[src/rtl/nn_img_pkg.sv]
// nn_img_pkg: shared defaults and FSM encoding for the image buffer controller.
// Default widths and buffer depth live here so the controller and its address
// generator agree on them without repeating literals.
package nn_img_pkg;

  localparam int NN_DATA_WIDTH      = 8;
  localparam int NN_ADDR_WIDTH      = 10;
  localparam int NN_DEPTH           = 128;
  localparam int NN_PIXELS_PER_WORD = 6;

  typedef enum logic [1:0] {
    ST_IDLE = 2'd0,
    ST_RUN  = 2'd1,
    ST_DONE = 2'd2
  } bf_state_t;

endpackage

[src/rtl/nn_addr_gen.sv]
// nn_addr_gen: strided read address generator for the image buffer.
// Loading captures the first address and the stride; each step adds the stride.
// DEPTH is a power of two that divides 2^ADDR_WIDTH, so masking the sum gives
// the address modulo DEPTH even when the ADDR_WIDTH-bit addition wraps.
module nn_addr_gen
  import nn_img_pkg::*;
#(
  parameter int ADDR_WIDTH = NN_ADDR_WIDTH,
  parameter int DEPTH      = NN_DEPTH
) (
  input  logic                  i_clk,
  input  logic                  i_rst,
  input  logic                  i_load,
  input  logic [ADDR_WIDTH-1:0] i_base,
  input  logic [ADDR_WIDTH-1:0] i_stride,
  input  logic                  i_step,
  output logic [ADDR_WIDTH-1:0] o_addr
);

  localparam logic [ADDR_WIDTH-1:0] ADDR_MASK = ADDR_WIDTH'(DEPTH - 1);

  logic [ADDR_WIDTH-1:0] addr_q;
  logic [ADDR_WIDTH-1:0] stride_q;

  // Current address and stride; the address holds whenever neither load nor step is asked
  always_ff @(posedge i_clk) begin
    if (i_rst) begin
      addr_q   <= '0;
      stride_q <= '0;
    end else if (i_load) begin
      addr_q   <= i_base & ADDR_MASK;
      stride_q <= i_stride;
    end else if (i_step) begin
      addr_q   <= (addr_q + stride_q) & ADDR_MASK;
    end
  end

  assign o_addr = addr_q;

endmodule

[src/rtl/nn_img_bf_ctrl.sv]
// nn_img_bf_ctrl: image buffer controller.
// Accepts loader words into a circular buffer while idle and runs strided read
// jobs out of it, returning each word one cycle after its address is issued.
// Optional feature: define NN_IMG_BF_CTRL_OVF_CHK_EN to stop accepting writes
// once the buffer is full and raise a sticky overflow flag instead of wrapping.
module nn_img_bf_ctrl
  import nn_img_pkg::*;
#(
  parameter int DATA_WIDTH       = NN_DATA_WIDTH,
  parameter int ADDR_WIDTH       = NN_ADDR_WIDTH,
  parameter int DEPTH            = NN_DEPTH,
  parameter int TOTAL_DATA_WIDTH = DATA_WIDTH * NN_PIXELS_PER_WORD
) (
  input  logic                        i_clk,
  input  logic                        i_rst,
  input  logic                        i_wr_valid,
  input  logic [TOTAL_DATA_WIDTH-1:0] i_wr_data,
  output logic                        o_wr_ready,
  input  logic                        i_clear,
  input  logic                        i_start,
  input  logic [ADDR_WIDTH-1:0]       i_rd_base,
  input  logic [ADDR_WIDTH-1:0]       i_rd_len,
  input  logic [ADDR_WIDTH-1:0]       i_rd_stride,
  output logic                        o_bf_wr_en,
  output logic [ADDR_WIDTH-1:0]       o_bf_wr_addr,
  output logic [TOTAL_DATA_WIDTH-1:0] o_bf_wr_data,
  output logic                        o_bf_rd_en,
  output logic [ADDR_WIDTH-1:0]       o_bf_rd_addr,
  input  logic [TOTAL_DATA_WIDTH-1:0] i_bf_rd_data,
  output logic [TOTAL_DATA_WIDTH-1:0] o_rd_data,
  output logic                        o_rd_valid,
  output logic                        o_busy,
  output logic                        o_done,
  output logic [ADDR_WIDTH:0]         o_fill_cnt,
  output logic                        o_ovf
);

  localparam logic [ADDR_WIDTH-1:0] ADDR_MASK = ADDR_WIDTH'(DEPTH - 1);
  localparam logic [ADDR_WIDTH-1:0] ADDR_ONE  = ADDR_WIDTH'(1);
  localparam logic [ADDR_WIDTH:0]   FULL_CNT  = (ADDR_WIDTH + 1)'(DEPTH);
  localparam logic [ADDR_WIDTH:0]   CNT_ONE   = (ADDR_WIDTH + 1)'(1);

  bf_state_t state_q;
  bf_state_t state_d;

  logic [ADDR_WIDTH-1:0]       len_q;
  logic [ADDR_WIDTH-1:0]       rd_cnt_q;
  logic [ADDR_WIDTH-1:0]       wr_ptr_q;
  logic [ADDR_WIDTH:0]         fill_q;
  logic                        rd_valid_q;
  logic [TOTAL_DATA_WIDTH-1:0] rd_data_q;

  logic wr_ready;
  logic wr_accept;
  logic wr_block;
  logic rd_en;
  logic busy;
  logic done;
  logic start_accept;
  logic addr_load;
  logic addr_step;
  logic [ADDR_WIDTH-1:0] rd_addr;

`ifdef NN_IMG_BF_CTRL_OVF_CHK_EN
  assign wr_block = (fill_q == FULL_CNT);
`else
  assign wr_block = 1'b0;
`endif

  assign wr_accept = i_wr_valid & wr_ready;

  // State register; reset always lands in IDLE, which also aborts a running job
  always_ff @(posedge i_clk) begin
    if (i_rst) begin
      state_q <= ST_IDLE;
    end else begin
      state_q <= state_d;
    end
  end

  // Next-state and control decode; a job with zero length goes straight to DONE
  always_comb begin
    state_d      = state_q;
    wr_ready     = 1'b0;
    rd_en        = 1'b0;
    busy         = 1'b0;
    done         = 1'b0;
    start_accept = 1'b0;
    addr_load    = 1'b0;
    addr_step    = 1'b0;
    case (state_q)
      ST_IDLE: begin
        wr_ready = ~i_clear & ~wr_block;
        if (i_start) begin
          start_accept = 1'b1;
          if (i_rd_len == '0) begin
            state_d = ST_DONE;
          end else begin
            addr_load = 1'b1;
            state_d   = ST_RUN;
          end
        end
      end
      ST_RUN: begin
        rd_en = 1'b1;
        busy  = 1'b1;
        if (rd_cnt_q == (len_q - ADDR_ONE)) begin
          state_d = ST_DONE;
        end else begin
          addr_step = 1'b1;
        end
      end
      ST_DONE: begin
        busy    = 1'b1;
        done    = 1'b1;
        state_d = ST_IDLE;
      end
      default: begin
        state_d = ST_IDLE;
      end
    endcase
  end

  // Job length and issued-read counter, captured when a job is launched
  always_ff @(posedge i_clk) begin
    if (i_rst) begin
      len_q    <= '0;
      rd_cnt_q <= '0;
    end else if (start_accept) begin
      len_q    <= i_rd_len;
      rd_cnt_q <= '0;
    end else if (addr_step) begin
      rd_cnt_q <= rd_cnt_q + ADDR_ONE;
    end
  end

  // Write pointer and fill level; clear rewinds both and beats a same-cycle write
  always_ff @(posedge i_clk) begin
    if (i_rst || i_clear) begin
      wr_ptr_q <= '0;
      fill_q   <= '0;
    end else if (wr_accept) begin
      wr_ptr_q <= (wr_ptr_q + ADDR_ONE) & ADDR_MASK;
      if (fill_q != FULL_CNT) begin
        fill_q <= fill_q + CNT_ONE;
      end
    end
  end

`ifdef NN_IMG_BF_CTRL_OVF_CHK_EN
  logic ovf_q;

  // Sticky overflow: any write attempt while full sets it until reset or clear
  always_ff @(posedge i_clk) begin
    if (i_rst || i_clear) begin
      ovf_q <= 1'b0;
    end else if (i_wr_valid && (fill_q == FULL_CNT)) begin
      ovf_q <= 1'b1;
    end
  end

  assign o_ovf = ovf_q;
`else
  assign o_ovf = 1'b0;
`endif

  // Read return stage: the buffer answers combinationally, so one register gives latency 1
  always_ff @(posedge i_clk) begin
    if (i_rst) begin
      rd_valid_q <= 1'b0;
      rd_data_q  <= '0;
    end else begin
      rd_valid_q <= rd_en;
      if (rd_en) begin
        rd_data_q <= i_bf_rd_data;
      end
    end
  end

  nn_addr_gen #(
    .ADDR_WIDTH (ADDR_WIDTH),
    .DEPTH      (DEPTH)
  ) u_addr_gen (
    .i_clk    (i_clk),
    .i_rst    (i_rst),
    .i_load   (addr_load),
    .i_base   (i_rd_base),
    .i_stride (i_rd_stride),
    .i_step   (addr_step),
    .o_addr   (rd_addr)
  );

  assign o_wr_ready   = wr_ready;
  assign o_bf_wr_en   = wr_accept;
  assign o_bf_wr_addr = wr_ptr_q;
  assign o_bf_wr_data = i_wr_data;
  assign o_bf_rd_en   = rd_en;
  assign o_bf_rd_addr = rd_addr;
  assign o_rd_data    = rd_data_q;
  assign o_rd_valid   = rd_valid_q;
  assign o_busy       = busy;
  assign o_done       = done;
  assign o_fill_cnt   = fill_q;

endmodule
[config.mk]
export PLATFORM = sky130hd
export DESIGN_NAME = nn_img_bf_ctrl
export DESIGN_NICKNAME = d
export VERILOG_FILES = /design/src/rtl/nn_img_pkg.sv /design/src/rtl/nn_addr_gen.sv /design/src/rtl/nn_img_bf_ctrl.sv
export SDC_FILE = /design/constraint.sdc
export NUM_CORES = 1
export LEC_CHECK = 0
export CORE_UTILIZATION = 35
export DETAILED_ROUTE_END_ITERATION = 6
export GPL_TIMING_DRIVEN = 0
export PLACE_DENSITY = 0.72
export SYNTH_ARGS = -nofsm -noshare
export SYNTH_HDL_FRONTEND = slang
export SYNTH_SLANG_ARGS = --single-unit
[constraint.sdc]
create_clock -name i_clk -period 3.25 [get_ports i_clk]
set_clock_uncertainty 0.15 [all_clocks]
set_input_delay 0.65 -clock i_clk [delete_from_list [all_inputs] [get_ports i_clk]]
set_output_delay 0.65 -clock i_clk [all_outputs]
set_load 0.02 [all_outputs]
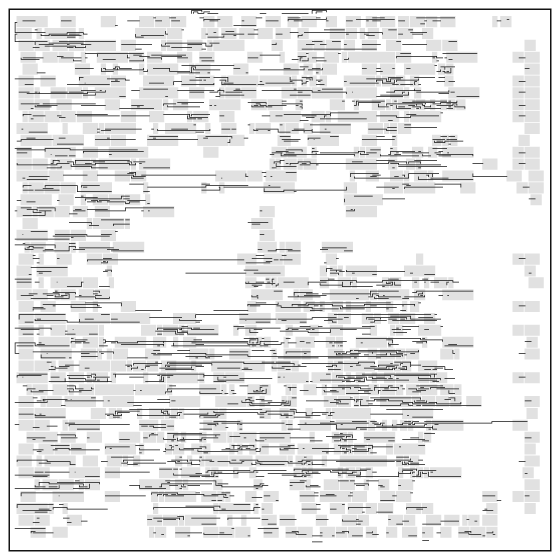
met1.png
Cells faint in the background.
The longest straight run is 35.9 um. The layer holds 41% of the routed length. The wires run mostly horizontal.
Via Count: 4581
final WL: 13.3 mm
GR Layer Usage met1: 0.195

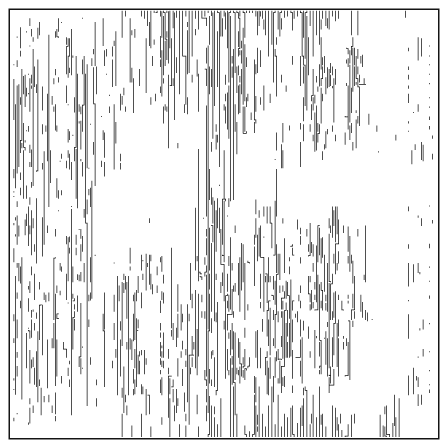
met2.png
The layer carries 6380 um of wire. The wires run mostly vertical. 774 nets have wire on it. The longest straight run is 81.9 um. The layer holds 48% of the routed length.

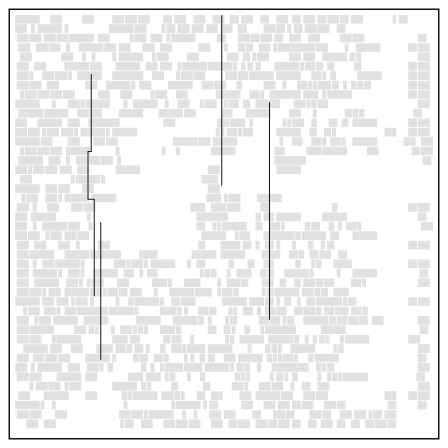
met4.png
Cells faint in the background.
The longest straight run is 62.6 um. The layer carries 218 um of wire. The layer holds 1.6% of the routed length. 3 nets have wire on it. The wires run mostly vertical.

==> flow_summary.json <==
{
  "outcome": "finished clean",
  "grt_max_degree": 17,
  "crit_start": "len_q[0]",
  "path_clk_slew_ps": 70,
  "min_period_ps": 3010,
  "power.internal_w": 0.00261,
  "ys_seq_share": 0.398,
  "ios": 265,
  "layout_top_cells": "clkdlybuf4s50_1, dfxtp_1, nor2_1",
  "peakVddDrop_mv": 0.351,
  "pg_seq_w": 0.00144,
  "grt_pass1_vias": 4291,
  "reg2regPathDepth": 11,
  "r2r_setup_slack_ps": 240,
  "power_leader": "registers",
  "fin_cells": 989,
  "seq_power_share": 0.387,
  "cts_buffers": 9,
  "setup_viol": 0,
  "htreeDepth": 3,
  "grt_pass1_wl_mm": 20.5,
  "ant_nets": 0,
  "reg2reg_to": "u_addr_gen.o_addr[4]",
  "grt-ovfl-total": 0,
  "p_sw_w": 0.00110,
  "r2r_start": "len_q[0]",
  "die_w_um": 124,
  "p_per_area_nw_per_um2": 477,
  "crit_path_end": "u_addr_gen.o_addr[4]",
  "syn_to_final_growth_pct": 50.2,
  "diodes": 0,
  "ff_type": "dfxtp_1",
  "rsz0062_at_grt": "false",
  "ys.flops": 103,
  "synthDistinctLibCells": 60,
  "cts_root_buf": "clkbuf_16",
  "avgRoutedWirePerCell_um": 13.4,
  "coreArea_um2": 14500,
  "hold_viol": 0,
  "place_area_um2": 7460,
  "relSlewSlack": 0.414,
  "ys_cells": 582,
  "port_buffers": 202,
  "via_per_inst": 4.63,
  "worst_ep_required_time_ps": 3370,
  "drv_cap": 0,
  "fp-utilization": 0.358,
  "layout_top_cell": "clkdlybuf4s50_1",
  "sw_frac_of_total": 0.296,
  "synth_area_um2": 5180,
  "async_reset_ff_frac": 0,
  "grt_antenna_before_repair": 0,
  "dr.pass1.iters": 5,
  "power_w": 0.00371,
  "ys_area_um2": 5180,
  "hp-class": "reg -> reg",
  "ctsLongestPathBuffers": 2,
  "crit_path_start_kind": "register",
  "worst_pin_slew_ps": 879,
  "nets": 947,
  "place.gp.congestion": 0.814,
  "die-area_um2": 15300,
  "route.detailed.drc": 0,
  "synth.avg_cell_area_um2": 8.91,
  "utilization": 0.538,
  "netlist_instances": 582,
  "cts_tree": "yes",
  "stdcell_area_um2": 7780,
  "rows": 44,
  "finalClockPeriodUsage": 0.926,
  "drive_gt1_frac": 0.114,
  "place_inst": 974,
  "clk_latency_ps": 340,
  "grt_usage": 0.173,
  "combPwrFrac": 0.296,
  "dieHeight_um": 124,
  "max_freq_ghz": 0.332,
  "clock-sinks": 103,
  "fillCellCount": 1346,
  "critPathArrivalTime_ps": 3130,
  "p_leak_nw": 2.95,
  "ys_warn_count": 0,
  "p_comb_w": 0.00110,
  "ctsHoldBuffers": 0,
  "dp_hpwl_mm": 10.2,
  "largest_register_ffs": 48,
  "clock_power_w": 0.00117,
  "slew_viol_final": 0,
  "drt_iter0_drc": 137,
  "crit_type": "reg -> reg",
  "edf_count": 0,
  "warnings": 35,
  "worstPathMaxFanout": 10,
  "p_clk_frac": 0.316,
  "crit_path_end_kind": "register"
}
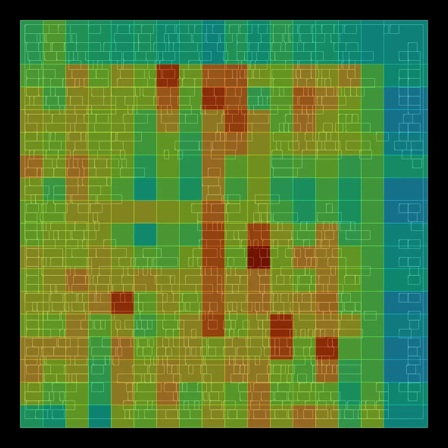
final_congestion.png
met2 track demand over resource: 0.295
gr busiest metal: met2
GR Util met3: 0.0673

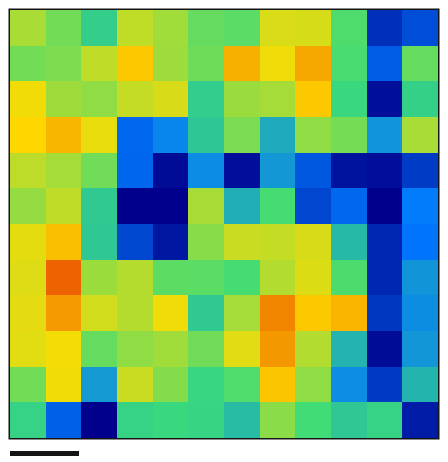
density.png
Bar = 20 um. The die is cut into 12 by 12 equal tiles; dark blue is low, red is high, 0 to 100% covered.
The fullest tile reaches 89%. 2.8% of the tiles are nearly empty. The emptiest ninth of the die: middle right. 9.7% of the tiles are over 75% full.

==> repair_timing <==
action	4_1_cts	5_1_grt
pin swaps	0	1
gates resized	0	3
buffers inserted	0	1
setup endpoints to repair	1	3
==> kinds of logic after synthesis <==
| family | share of synthesized area |
|---|---|
| XOR/XNOR | 0.0507 |
| multiplexers | 0.107 |
| AND/OR/NAND/NOR | 0.175 |
| buffers and inverters | 0.122 |
| AND-OR/OR-AND | 0.109 |
| adder cells (fa/ha/maj) | 0.0377 |
| other | 0.000723 |
| flip-flops | 0.398 |
==> worst min-delay path by stage <==
| stage | to | startpoint | slack [ps] | cells after the start |
|---|---|---|---|---|
| detailed placement | u_addr_gen.stride_q[3] | u_addr_gen.stride_q[3] | 300 | 2 |
| floorplan | u_addr_gen.stride_q[0] | u_addr_gen.stride_q[0] | 290 | 2 |
| CTS | u_addr_gen.stride_q[3] | u_addr_gen.stride_q[3] | 310 | 2 |
| finish | u_addr_gen.stride_q[2] | u_addr_gen.stride_q[2] | 310 | 2 |
| global route | u_addr_gen.stride_q[2] | u_addr_gen.stride_q[2] | 320 | 2 |
| global placement | u_addr_gen.stride_q[0] | u_addr_gen.stride_q[0] | 300 | 2 |
==> area by class of cell <==
cell class / count / area, um^2 / share of cell area
well taps: 184 / 230 / 0.0296
multi-input cells: 386 / 2510 / 0.323
plain buffers: 81 / 567 / 0.0728
clock buffers: 11 / 243 / 0.0312
clock inverters: 4 / 77.6 / 0.00996
repair buffers: 203 / 2030 / 0.261
flip-flops and latches: 103 / 2060 / 0.265
inverters: 17 / 63.8 / 0.00820
==> synth_stat cells, types with 2 or more instances <==
cell type  number  area (um^2)
clkbuf_8        4         55.1
nor2_1         77          289
nor3_1          6         30.0
dfxtp_1       103         2060
a21oi_1        33          165
or3_1           5         31.3
xor2_1         15          131
nor4_1          6         37.5
nand3_1        11         55.1
xnor2_1        15          131
o21ai_0         9         45.0
o21a_1          2         15.0
a31oi_1         6         37.5
o211ai_1        3         22.5
buf_4          55          413
a211oi_1        3         22.5
nand2b_1        3         18.8
ha_1           14          175
mux2_4          3         45.0
o21ai_2         2         17.5
o21bai_1        2         15.0
and2_1          7         43.8
nor2b_1         2         12.5
nand3b_1        2         15.0
nand2_1        62          233
inv_1          16         60.1
a21o_1          5         37.5
clkbuf_1       20         75.1
nand4_1         8         50.1
buf_6           2         22.5
and4_1          2         17.5
mux2i_1        51          510
==> metal layers <==
layer | global-route usage | vias up | routed length, um
li1 | - | 2356 | -
met1 | 0.195 | 2052 | 5380
met2 | 0.295 | 159 | 6380
met3 | 0.0673 | 14 | 1300
met4 | 0.0640 | 0 | 217
met5 | 0 | - | 0
==> metrics by stage <==
stage	setup TNS [ps]	hold slack, ps	setup WS, ps
2_1_floorplan	0	288	473
3_3_place_gp	0	299	8.78
3_5_place_dp	-4.47	303	-4.47
4_1_cts	0	313	86.5
5_1_grt	0	323	100
6_report	0	310	239
==> worst max-delay path, cell delays in order, from the launching register on <==
cell and delay [ps]:
dfxtp_1 300, clkbuf_2 150, inv_1 70, ha_1 170, clkbuf_1 330, nand3b_1 130
a311o_1 360, a211oi_4 480, and2_1 220, buf_6 140, mux2_4 300, a31oi_1 130
